`config.mk`:
```
export PLATFORM = sky130hd
export DESIGN_NAME = multicycle_control_fsm_flat
export DESIGN_NICKNAME = d
export VERILOG_FILES = /design/src/rtl/multicycle_control_fsm_if.sv /design/src/rtl/multicycle_control_fsm.sv /design/src/flat_wrapper.sv
export SDC_FILE = /design/constraint.sdc
export NUM_CORES = 1
export LEC_CHECK = 0
export CAP_MARGIN = 5
export CORE_ASPECT_RATIO = 0.9
export CORE_UTILIZATION = 44
export DETAILED_ROUTE_END_ITERATION = 8
export PLACE_DENSITY = 0.86
export SYNTH_ARGS = -nofsm -noshare
export SYNTH_HDL_FRONTEND = slang
export SYNTH_SLANG_ARGS = --single-unit
```
`constraint.sdc`:
```
create_clock -name clk -period 4.5 [get_ports clk]
set_input_delay 0.45 -clock clk [delete_from_list [all_inputs] [get_ports clk]]
set_output_delay 0.45 -clock clk [all_outputs]
set_load 0.005 [all_outputs]
```
`src/rtl/multicycle_control_fsm_if.sv`:
```
// rtl/multicycle_control_fsm_if.sv - instruction fields, memory handshake and datapath strobes of the multicycle controller
interface multicycle_control_fsm_if;
  logic [3:0] Cond;
  logic [1:0] Op;
  logic [5:0] Funct;
  logic [3:0] Rd;
  logic [3:0] ALUFlags;
  logic       mem_ready;
  logic       PCWrite;
  logic       IRWrite;
  logic       RegWrite;
  logic       MemWrite;
  logic       AdrSrc;
  logic       ALUSrcA;
  logic [1:0] ALUSrcB;
  logic [1:0] ResultSrc;
  logic [1:0] ALUControl;
  logic [1:0] ImmSrc;
  logic [1:0] RegSrc;
  logic [3:0] Flags;

  modport master (
    input  Cond, Op, Funct, Rd, ALUFlags, mem_ready,
    output PCWrite, IRWrite, RegWrite, MemWrite, AdrSrc, ALUSrcA,
           ALUSrcB, ResultSrc, ALUControl, ImmSrc, RegSrc, Flags
  );

  modport slave (
    output Cond, Op, Funct, Rd, ALUFlags, mem_ready,
    input  PCWrite, IRWrite, RegWrite, MemWrite, AdrSrc, ALUSrcA,
           ALUSrcB, ResultSrc, ALUControl, ImmSrc, RegSrc, Flags
  );
endinterface

```
`src/rtl/multicycle_control_fsm.sv`:
```
// rtl/multicycle_control_fsm.sv - multicycle ARM-subset controller with NZCV flags and condition evaluation
// Optional MCFSM_CMP_EN: decode cmd 1010 as CMP (subtract, flags only).
module multicycle_control_fsm (
  input logic                      clk,
  input logic                      rst_n,
  multicycle_control_fsm_if.master bus
);

  typedef enum logic [3:0] {
    FETCH  = 4'd0,
    DECODE = 4'd1,
    MEMADR = 4'd2,
    MEMRD  = 4'd3,
    MEMWB  = 4'd4,
    MEMWR  = 4'd5,
    EXECR  = 4'd6,
    EXECI  = 4'd7,
    ALUWB  = 4'd8,
    BRANCH = 4'd9
  } state_t;

  state_t     state, state_nx;
  logic       cond_ok;
  logic       cond_ex;
  logic [3:0] flags;
  logic [3:0] cmd;
  logic       dp_valid, dp_wr, dp_arith;
  logic [1:0] dp_alu;
  logic       rd_pc;
  logic       pc_w, ir_w, reg_w, mem_w;
  logic       flag_upd;

  assign cmd   = bus.Funct[4:1];
  assign rd_pc = (bus.Rd == 4'hF);

  always_comb begin
    cond_ex = 1'b0;
    case (bus.Cond)
      4'h0: cond_ex = flags[2];
      4'h1: cond_ex = ~flags[2];
      4'h2: cond_ex = flags[1];
      4'h3: cond_ex = ~flags[1];
      4'h4: cond_ex = flags[3];
      4'h5: cond_ex = ~flags[3];
      4'h6: cond_ex = flags[0];
      4'h7: cond_ex = ~flags[0];
      4'h8: cond_ex = flags[1] & ~flags[2];
      4'h9: cond_ex = ~flags[1] | flags[2];
      4'hA: cond_ex = (flags[3] == flags[0]);
      4'hB: cond_ex = (flags[3] != flags[0]);
      4'hC: cond_ex = ~flags[2] & (flags[3] == flags[0]);
      4'hD: cond_ex = flags[2] | (flags[3] != flags[0]);
      4'hE: cond_ex = 1'b1;
      default: cond_ex = 1'b0;
    endcase
  end

  // dp_wr separates commands that produce a result from flag-only ones and NOPs
  always_comb begin
    dp_valid = 1'b0;
    dp_wr    = 1'b0;
    dp_arith = 1'b0;
    dp_alu   = 2'b00;
    case (cmd)
      4'b0100: begin dp_valid = 1'b1; dp_wr = 1'b1; dp_arith = 1'b1; dp_alu = 2'b00; end
      4'b0010: begin dp_valid = 1'b1; dp_wr = 1'b1; dp_arith = 1'b1; dp_alu = 2'b01; end
      4'b0000: begin dp_valid = 1'b1; dp_wr = 1'b1; dp_alu = 2'b10; end
      4'b1100: begin dp_valid = 1'b1; dp_wr = 1'b1; dp_alu = 2'b11; end
`ifdef MCFSM_CMP_EN
      4'b1010: begin dp_valid = 1'b1; dp_arith = 1'b1; dp_alu = 2'b01; end
`endif
      default: ;
    endcase
  end

  always_ff @(posedge clk or negedge rst_n) begin
    if (!rst_n) begin
      state   <= FETCH;
      cond_ok <= 1'b0;
    end else begin
      state <= state_nx;
      if (state == DECODE) cond_ok <= cond_ex;
    end
  end

  assign flag_upd = (state == EXECR || state == EXECI) && cond_ok && bus.Funct[0] && dp_valid;

  always_ff @(posedge clk or negedge rst_n) begin
    if (!rst_n) begin
      flags <= 4'b0000;
    end else if (flag_upd) begin
      flags[3:2] <= bus.ALUFlags[3:2];
      if (dp_arith) flags[1:0] <= bus.ALUFlags[1:0];
    end
  end

  always_comb begin
    state_nx       = state;
    pc_w           = 1'b0;
    ir_w           = 1'b0;
    reg_w          = 1'b0;
    mem_w          = 1'b0;
    bus.AdrSrc     = 1'b0;
    bus.ALUSrcA    = 1'b0;
    bus.ALUSrcB    = 2'b00;
    bus.ResultSrc  = 2'b00;
    bus.ALUControl = 2'b00;
    bus.ImmSrc     = 2'b00;
    bus.RegSrc     = 2'b00;
    case (state)
      FETCH: begin
        bus.ALUSrcA   = 1'b1;
        bus.ALUSrcB   = 2'b10;
        bus.ResultSrc = 2'b10;
        ir_w          = bus.mem_ready;
        pc_w          = bus.mem_ready;
        if (bus.mem_ready) state_nx = DECODE;
      end
      DECODE: begin
        bus.ALUSrcA   = 1'b1;
        bus.ALUSrcB   = 2'b10;
        bus.ResultSrc = 2'b10;
        case (bus.Op)
          2'b00:   state_nx = bus.Funct[5] ? EXECI : EXECR;
          2'b01:   state_nx = MEMADR;
          2'b10:   state_nx = BRANCH;
          default: state_nx = FETCH;
        endcase
      end
      EXECR, EXECI: begin
        bus.ALUSrcB    = (state == EXECI) ? 2'b01 : 2'b00;
        bus.ALUControl = dp_alu;
        state_nx       = ALUWB;
      end
      ALUWB: begin
        reg_w    = cond_ok & dp_wr & ~rd_pc;
        pc_w     = cond_ok & dp_wr & rd_pc;
        state_nx = FETCH;
      end
      MEMADR: begin
        bus.ALUSrcB    = 2'b01;
        bus.ImmSrc     = 2'b01;
        bus.ALUControl = bus.Funct[3] ? 2'b00 : 2'b01;
        state_nx       = bus.Funct[0] ? MEMRD : MEMWR;
      end
      MEMRD: begin
        bus.AdrSrc = 1'b1;
        if (bus.mem_ready) state_nx = MEMWB;
      end
      MEMWB: begin
        bus.ResultSrc = 2'b01;
        reg_w         = cond_ok & ~rd_pc;
        pc_w          = cond_ok & rd_pc;
        state_nx      = FETCH;
      end
      MEMWR: begin
        bus.AdrSrc = 1'b1;
        bus.RegSrc = 2'b10;
        mem_w      = cond_ok;
        // a failed condition never touches memory, so it need not wait for ready
        if (bus.mem_ready || !cond_ok) state_nx = FETCH;
      end
      BRANCH: begin
        bus.ALUSrcB   = 2'b01;
        bus.ImmSrc    = 2'b10;
        bus.RegSrc    = 2'b01;
        bus.ResultSrc = 2'b10;
        pc_w          = cond_ok;
        state_nx      = FETCH;
      end
      default: state_nx = FETCH;
    endcase
  end

  assign bus.PCWrite  = pc_w & rst_n;
  assign bus.IRWrite  = ir_w & rst_n;
  assign bus.RegWrite = reg_w & rst_n;
  assign bus.MemWrite = mem_w & rst_n;
  assign bus.Flags    = flags;

endmodule

```
`src/flat_wrapper.sv`:
```
// flat-port wrapper written by rule: the top's interface ports become plain ports
module multicycle_control_fsm_flat 
  (clk, rst_n, bus_Cond, bus_Op, bus_Funct, bus_Rd, bus_ALUFlags, bus_mem_ready, bus_PCWrite, bus_IRWrite, bus_RegWrite, bus_MemWrite, bus_AdrSrc, bus_ALUSrcA, bus_ALUSrcB, bus_ResultSrc, bus_ALUControl, bus_ImmSrc, bus_RegSrc, bus_Flags);
  multicycle_control_fsm_if bus_i ();
  input logic clk;
  input logic rst_n;
  input wire logic [$bits(bus_i.Cond)-1:0] bus_Cond;
  input wire logic [$bits(bus_i.Op)-1:0] bus_Op;
  input wire logic [$bits(bus_i.Funct)-1:0] bus_Funct;
  input wire logic [$bits(bus_i.Rd)-1:0] bus_Rd;
  input wire logic [$bits(bus_i.ALUFlags)-1:0] bus_ALUFlags;
  input wire logic [$bits(bus_i.mem_ready)-1:0] bus_mem_ready;
  output wire logic [$bits(bus_i.PCWrite)-1:0] bus_PCWrite;
  output wire logic [$bits(bus_i.IRWrite)-1:0] bus_IRWrite;
  output wire logic [$bits(bus_i.RegWrite)-1:0] bus_RegWrite;
  output wire logic [$bits(bus_i.MemWrite)-1:0] bus_MemWrite;
  output wire logic [$bits(bus_i.AdrSrc)-1:0] bus_AdrSrc;
  output wire logic [$bits(bus_i.ALUSrcA)-1:0] bus_ALUSrcA;
  output wire logic [$bits(bus_i.ALUSrcB)-1:0] bus_ALUSrcB;
  output wire logic [$bits(bus_i.ResultSrc)-1:0] bus_ResultSrc;
  output wire logic [$bits(bus_i.ALUControl)-1:0] bus_ALUControl;
  output wire logic [$bits(bus_i.ImmSrc)-1:0] bus_ImmSrc;
  output wire logic [$bits(bus_i.RegSrc)-1:0] bus_RegSrc;
  output wire logic [$bits(bus_i.Flags)-1:0] bus_Flags;
  assign bus_i.Cond = bus_Cond;
  assign bus_i.Op = bus_Op;
  assign bus_i.Funct = bus_Funct;
  assign bus_i.Rd = bus_Rd;
  assign bus_i.ALUFlags = bus_ALUFlags;
  assign bus_i.mem_ready = bus_mem_ready;
  assign bus_PCWrite = bus_i.PCWrite;
  assign bus_IRWrite = bus_i.IRWrite;
  assign bus_RegWrite = bus_i.RegWrite;
  assign bus_MemWrite = bus_i.MemWrite;
  assign bus_AdrSrc = bus_i.AdrSrc;
  assign bus_ALUSrcA = bus_i.ALUSrcA;
  assign bus_ALUSrcB = bus_i.ALUSrcB;
  assign bus_ResultSrc = bus_i.ResultSrc;
  assign bus_ALUControl = bus_i.ALUControl;
  assign bus_ImmSrc = bus_i.ImmSrc;
  assign bus_RegSrc = bus_i.RegSrc;
  assign bus_Flags = bus_i.Flags;
  multicycle_control_fsm u_core (.clk(clk), .rst_n(rst_n), .bus(bus_i));
endmodule
```
==> run_1/power_grid.png <==
The bar under the picture is 20 um long. Pins as bars on the die edge.
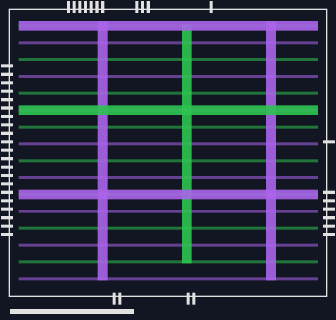
- green: VDD
- purple: VSS
- rows: 15
- met5 straps: 3
- signal pins: 43
core area: 1970 sq um
width of the die: 51.0 um
maximum VDD drop: 0.249 mV

==> run_1/placement_by_type.png <==
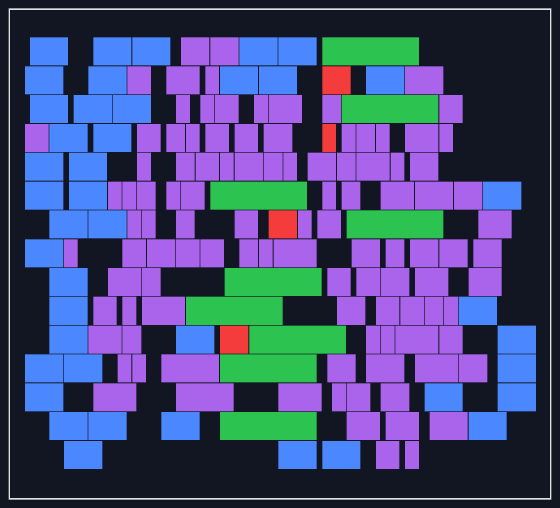
- red: clock drivers and dummy loads (cells 4)
- blue: remaining buffers and delay cells (cells 42)
- green: sequential cells (cells 9)
- purple: combinational and other logic (cells 106)

==> run_1/clk_routes.png <==
The bar under the picture is 20 um long.
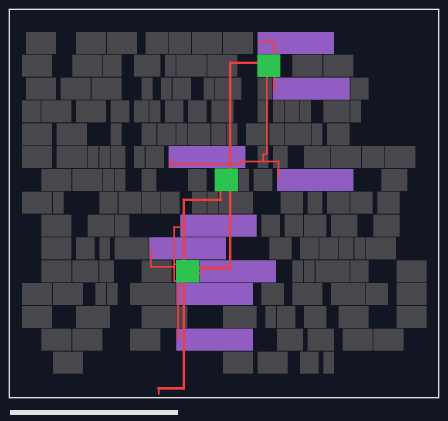
- purple: flip-flops (count 9)
- green: clock drivers (count 3)
- red: clock wires (length 126 um)
- routed clock nets: 4
P_clk: 0.0619 mW
Late-Pin Clk Latency: 0.26 ns
Clk pwr share: 0.110

[run 1: layout by cell type, fill, tap and decap left out, drive strengths merged, types with 3 or more instances in the layout]
cell,n
a21oi,6
clkbuf,4
clkdlybuf4s50,42
dfrtp,9
inv,4
mux2,7
nand2,10
nand2b,6
nand3b,3
nor2,15
nor2b,3
nor3,4
nor4,3
o21ai,3
o31ai,3
or4,3
[run 1: logic make-up after synthesis]
group	count (synthesis)	synth area share
xor+xnor	3	0.0277
flops	9	0.237
simple gates	62	0.368
compound gates	29	0.211
buf+inv	13	0.0553
mux	8	0.101
[run 1: state kept, by name, summed over array words and instances, names as in the netlist]
| name | cells |
|---|---|
| u_core.bus.Flags | 4 |
| u_core.cond_ok | 1 |
| u_core.state | 4 |
[run 1: layout make-up]
type                    instances  area, sq um
multi-input cells             102          672
repair buffers                 42          420
inverters                       4         15.0
well taps                      25         31.3
fillers                       171          581
clock buffers                   4         26.3
flip-flops and latches          9          225
[run 1: final timing paths]
check | endpoint | depth (start not counted) | slack (ns) | startpoint
setup / recovery | bus_PCWrite | 6 | 1.51 | bus_Funct[3]
hold / removal | u_core.state[1]$_DFFE_PN0P_ | 1 | 0.51 | rst_n
setup reg to reg | u_core.bus.Flags[0]$_DFFE_PN0P_ | 4 | 2.37 | u_core.state[1]$_DFFE_PN0P_
hold reg to reg | u_core.bus.Flags[1]$_DFFE_PN0P_ | 1 | 0.63 | u_core.bus.Flags[1]$_DFFE_PN0P_
max in group asynchronous | u_core.bus.Flags[2]$_DFFE_PN0P_ | 1 | 3.64 | rst_n
min in group clk | u_core.bus.Flags[1]$_DFFE_PN0P_ | 1 | 0.63 | u_core.bus.Flags[1]$_DFFE_PN0P_
[run 1: routing by layer]
layer,vias up,wire (um)
met2,67,1210
met3,9,226
met1,517,1160
met4,0,95
met5,-,0
li1,535,-
==> Slide: Implementation Results, run 1 <==
Physical Implementation Snapshot

Power
  • Overall power: 0.561 mW
  • P per Cell Area: 403 nW/um^2
  • Logic gate share of total power: 0.585
  • Net Switching: 0.231 mW
  • Seq pwr share: 0.304
  • Pleak: 0.555 nW
  • Flop+latch power: 0.170 mW
  • Sw Ratio: 0.412
  • Pwr top: combinational cells

STA
  • Maximum clock frequency: 0.334 GHz
  • Least-Margin Pin Slew: 0.507 ns
  • Final min period: 2.99 ns
  • Final Hold Vio Count: 0
  • Setup TNS: 0 ns
  • Fin crit share: 0.665
  • Worst Slack Setup Final: 1.51 ns
  • Final number of max-transition violations: 0
  • Unrepaired setup endpoints after global routing: false

Cells and area
  • Final Core Density: 0.705
  • # diodes: 0
  • Final net count: 185
  • Share of layout cells above drive strength 1: 0.0994
  • Fin area: 1390 sq um
  • Layout area overhead: 46.4%

Logic synthesis
  • Register bit total from synthesis: 9
  • Top cells by count, synth: nor2_1 (15), nand2_1 (10), dfrtp_1 (9)
  • Cell taking the most area after synthesis: dfrtp_1
  • Post-synth EDFFs: 0
  • Synthesis area per yosys: 950 sq um
  • Synth Warn #: 0
  • Synthesized Nets: 147
  • Ys async rst share: 1.00
  • Largest cells by area: dfrtp_1 (24%), mux2_2 (5.9%), nor2_1 (5.9%)
  • Synth top area share: 0.237
  • Synth top cell by count: nor2_1
  • Sequential element share of the synthesized area: 0.237
  • Yosys Instances: 124
  • Mapped Area: 950 sq um
  • Syn Area/Cell: 7.66 sq um

Global routing
  • First-pass GRT wire length: 4310 um
  • Total GRT Usage: 0.250
  • Initial antenna violation count: 0
  • Grt ovf: 0
  • Largest net degree at the start of global routing: 18
  • Met2 Track Usage GR: 0.424
  • Routing usage on met3: 0.0396
  • Grt met1 use: 0.310

Die
  • Site Rows: 15
  • Die area: 2350 sq um
  • I/O pin count: 43

Clock tree
  • H-Tree Depth: 1
  • CTS Hold Bufs: 0
  • Root Buffer: clkbuf_4
  • Post-CTS setup buffer count: 0
  • CTS tree: built
  • Clk slew on worst S/H paths: 0.06 ns
  • Num CTS Buffers: 3

Routing
  • First DRT Iteration DRCs: 36
  • Via Count: 1128
  • Final ANT Viol Nets: 0
  • Total Routed Length: 2690 um
  • Wire length per cell: 14.5 um
  • Post-route DRC violation count: 0
  • Drt first pass iters: 4
  • Vias per cell: 6.06

Worst setup path
  • Critical path cell sequence: clkdlybuf4s50_1 -> mux2_2 -> o31ai_1 -> nand3_1 -> o31ai_1 -> clkdlybuf4s50_1
  • Crit Path Class: in -> out
  • Max FO, Critical Path: 5
  • Worst EP required: 4.05 ns
  • Buf+Inv Stages, Crit Path: 2
  • Slowest CP cell: clkdlybuf4s50_1
  • Crit path max-delay family: buffers and inverters

Placed design
  • HPWL Detailed: 2070 um
  • DP Cell Count: 182
  • DP Worst Slack: 1.50 ns
  • Port buffer count: 42
  • Placed cell area: 1360 sq um
  • GP Congestion: 0.843

Outcome
  • Status: complete, no violations

Run
  • Log Warnings: 26
  • Maxcap violations: 0

Min path
  • Hold crit path type: in -> async
==> run_1/clocks.png <==
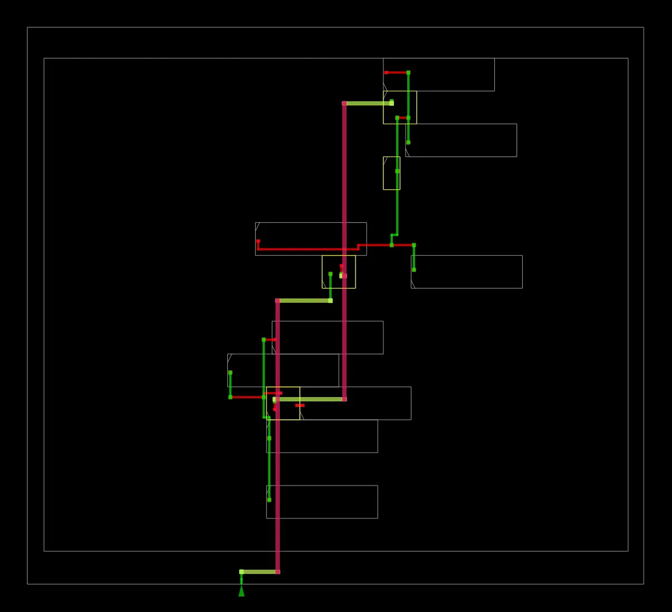

==> inputs of run 2 (changes only) <==
--- a/config.mk
+++ b/config.mk
@@ -7,9 +7,9 @@
 export LEC_CHECK = 0
 export CAP_MARGIN = 5
 export CORE_ASPECT_RATIO = 0.9
-export CORE_UTILIZATION = 44
+export CORE_UTILIZATION = 41
 export DETAILED_ROUTE_END_ITERATION = 8
-export PLACE_DENSITY = 0.86
+export PLACE_DENSITY = 0.81
 export SYNTH_ARGS = -nofsm -noshare
 export SYNTH_HDL_FRONTEND = slang
 export SYNTH_SLANG_ARGS = --single-unit
==> constraint.sdc (replaced) <==
create_clock -name clk -period 2.85 [get_ports clk]
set_input_delay 0.285 -clock clk [delete_from_list [all_inputs] [get_ports clk]]
set_output_delay 0.285 -clock clk [all_outputs]
set_load 0.005 [all_outputs]
==> run_2/clocks.png <==
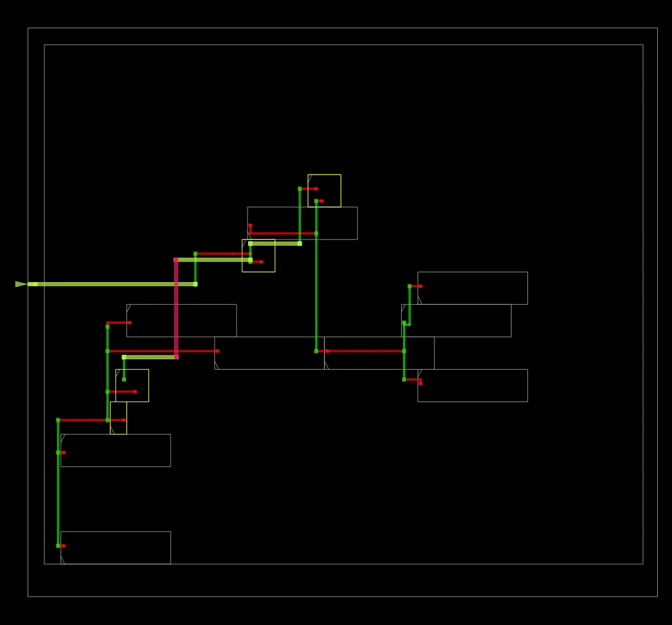
Flop Count: 9
Num CTS Buffers: 3
P_clk: 0.0995 mW
Worst Clk Skew: 0.000974 ns
clk sink count: 9

==> Slide: Implementation Results, run 2 <==
Physical Implementation Snapshot

Power
  • Maximum VDD drop: 0.326 mV (+31%)
  • Pleak: 0.560 nW (+0.87%)
  • Overall power: 0.886 mW (+58%)
  • P per Cell Area: 633 nW/um^2 (+57%)

Clock tree
  • Late-Pin Clk Latency: 0.26 ns (about the same)
  • CTS Hold Bufs: 0 (unchanged)
  • CTS tree: built
  • Root Buffer: clkbuf_4
  • Clk slew on worst S/H paths: 0.06 ns (about the same)
  • Post-CTS setup buffer count: 0 (unchanged)

Logic synthesis
  • Mapped Area: 950 sq um (unchanged)
  • Ys async rst share: 1.00 (unchanged)
  • Synth top area share: 0.237 (unchanged)
  • Yosys Instances: 124 (unchanged)
  • Sequential element share of the synthesized area: 0.237 (unchanged)
  • Syn Area/Cell: 7.66 sq um (unchanged)
  • Register bit total from synthesis: 9 (unchanged)
  • Largest cells by area: dfrtp_1 (24%), mux2_2 (5.9%), nor2_1 (5.9%)
  • Synthesis area per yosys: 950 sq um (unchanged)
  • Synth Warn #: 0 (unchanged)
  • Synthesized Nets: 147 (unchanged)
  • Cell taking the most area after synthesis: dfrtp_1

Die
  • Site Rows: 16 (+1)
  • Width of the die: 52.7 um (+3.5%)
  • Die area: 2510 sq um (+7.0%)
  • I/O pin count: 43 (unchanged)
  • Core area: 2180 sq um (+11%)

Cells and area
  • Fill cell count: 194 (+13%)
  • Most instantiated logic cells after routing: clkdlybuf4s50_1 (42), nor2_1 (15), nand2_1 (10)
  • Share of layout cells above drive strength 1: 0.105 (+0.00556)
  • Most frequent logic cell in the layout: clkdlybuf4s50_1
  • # diodes: 0 (unchanged)
  • Final net count: 186 (+0.54%)
  • Layout area overhead: 47.4%

STA
  • Final min period: 2.67 ns
  • Least-Margin Pin Slew: 0.532 ns (+0.0251 ns)
  • Maximum clock frequency: 0.375 GHz
  • Unrepaired setup endpoints after global routing: false
  • Fin crit share: 0.936
  • Final number of max-transition violations: 0 (unchanged)

Worst setup path
  • Critical path cell sequence: clkdlybuf4s50_1 -> mux2_2 -> o31ai_1 -> nand3_1 -> o31ai_1 -> clkdlybuf4s50_1
  • Reg-to-reg setup timing slack: 0.68 ns (-1.69 ns)
  • Crit Path Class: in -> out
  • Buf+Inv Stages, Crit Path: 2 (unchanged)
  • RR Startpoint: u_core.state[1]$_DFFE_PN0P_
  • Crit path depth: 6 (unchanged)
  • Worst Setup End Kind: output pin
  • Cells on worst reg2reg path: 4 (unchanged)
  • Worst EP required: 2.57 ns (-1.48 ns)
  • Crit path to: bus_PCWrite
  • Setup crit start: bus_Funct[3]
  • Slowest CP cell: clkdlybuf4s50_1
  • Crit path max-delay family: buffers and inverters
  • Max FO, Critical Path: 5 (unchanged)
  • Worst Path Arrival: 2.38 ns

Outcome
  • Status: complete, no violations

Routing
  • Total Routed Length: 2670 um (-0.85%)
  • Wire length per cell: 14.1 um (-2.4%)
  • Vias per cell: 5.83 (-3.9%)
  • Drt first pass iters: 4 (unchanged)
  • Via Count: 1101 (-2.4%)
  • Post-route DRC violation count: 0 (unchanged)
  • First DRT Iteration DRCs: 41 (+14%)
  • Final ANT Viol Nets: 0 (unchanged)

Run
  • Maxcap violations: 0 (unchanged)
  • Log Warnings: 26 (unchanged)

Global routing
  • Total GRT Usage: 0.227 (-0.0234)
  • Initial antenna violation count: 0 (unchanged)
  • First-pass GRT wire length: 4200 um (-2.7%)
  • Grt ovf: 0 (unchanged)
  • Largest net degree at the start of global routing: 18 (unchanged)

Placed design
  • HPWL Detailed: 2110 um (+1.7%)
  • GP Congestion: 0.935 (+11%)

Min path
  • Hold crit path type: in -> async
==> run_2/clk_routes.png <==
The bar under the picture is 20 um long.
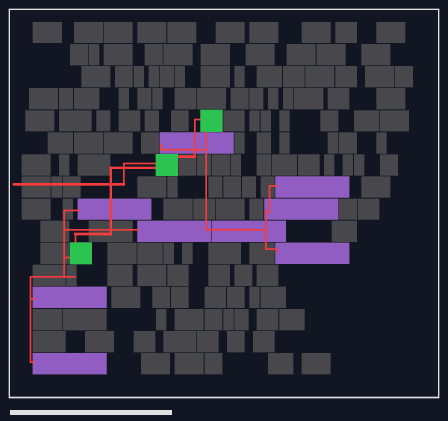
- purple: flip-flops (count 9)
- green: clock drivers (count 3)
- red: clock wires (length 130 um)
- routed clock nets: 4

[run 2: cell count changes in the layout (fill, tap and decap cells not counted)]
| cell | change |
|---|---|
| buf_4 | +1 |
[run 2: area by class of cell]
type	instances	area, sq um	area share
multi-input cells	102	672	0.480
repair buffers	43	428	0.306
flip-flops and latches	9	225	0.161
well taps	27	33.8	0.0241
clock buffers	4	26.3	0.0188
inverters	4	15.0	0.0107
[run 2: report_power, final]
group / total [mW] / internal [mW] / leakage (nW) / switching [mW]
combinational: 0.517 / 0.302 / 0.425 / 0.214
clock: 0.0995 / 0.0540 / 0.0150 / 0.0455
sequential: 0.270 / 0.165 / 0.119 / 0.105
total: 0.886 / 0.521 / 0.560 / 0.365
[run 2: kinds of logic after synthesis]
logic type | synth area share
XOR/XNOR | 0.0277
multiplexers | 0.101
AND-OR/OR-AND | 0.211
AND/OR/NAND/NOR | 0.368
buffers and inverters | 0.0553
flip-flops | 0.237
[run 2: worst reg2reg max path: cells and delay by family (launching register included)]
kind / cells / cell delay [ns]
simple gates: 2 / 0.94
flops: 1 / 0.68
mux: 1 / 0.31
buf+inv: 1 / 0.12
[run 2: per-layer routing]
metal  global-route usage  vias to the layer above  routed length [um]
met5                    0                        -                   0
met4                0.111                        0                  40
met3               0.0413                        6                  79
met1                0.299                      527                1200
met2                0.365                       31                1350
li1                     -                      537                   -
[run 2: metrics by stage]
stage                     std cells   util  instance area (sq um)  setup slack, ns
after floorplan                 124      -                    950             1.04
after global placement          185  0.630                   1370            0.202
after detailed placement        185  0.630                   1370            0.184
after CTS                       189  0.642                   1400            0.182
after global routing            189  0.642                   1400           0.0145
final                           189  0.642                   1400            0.182
Power figures rest on the tool's default switching activity, not on a simulated workload.
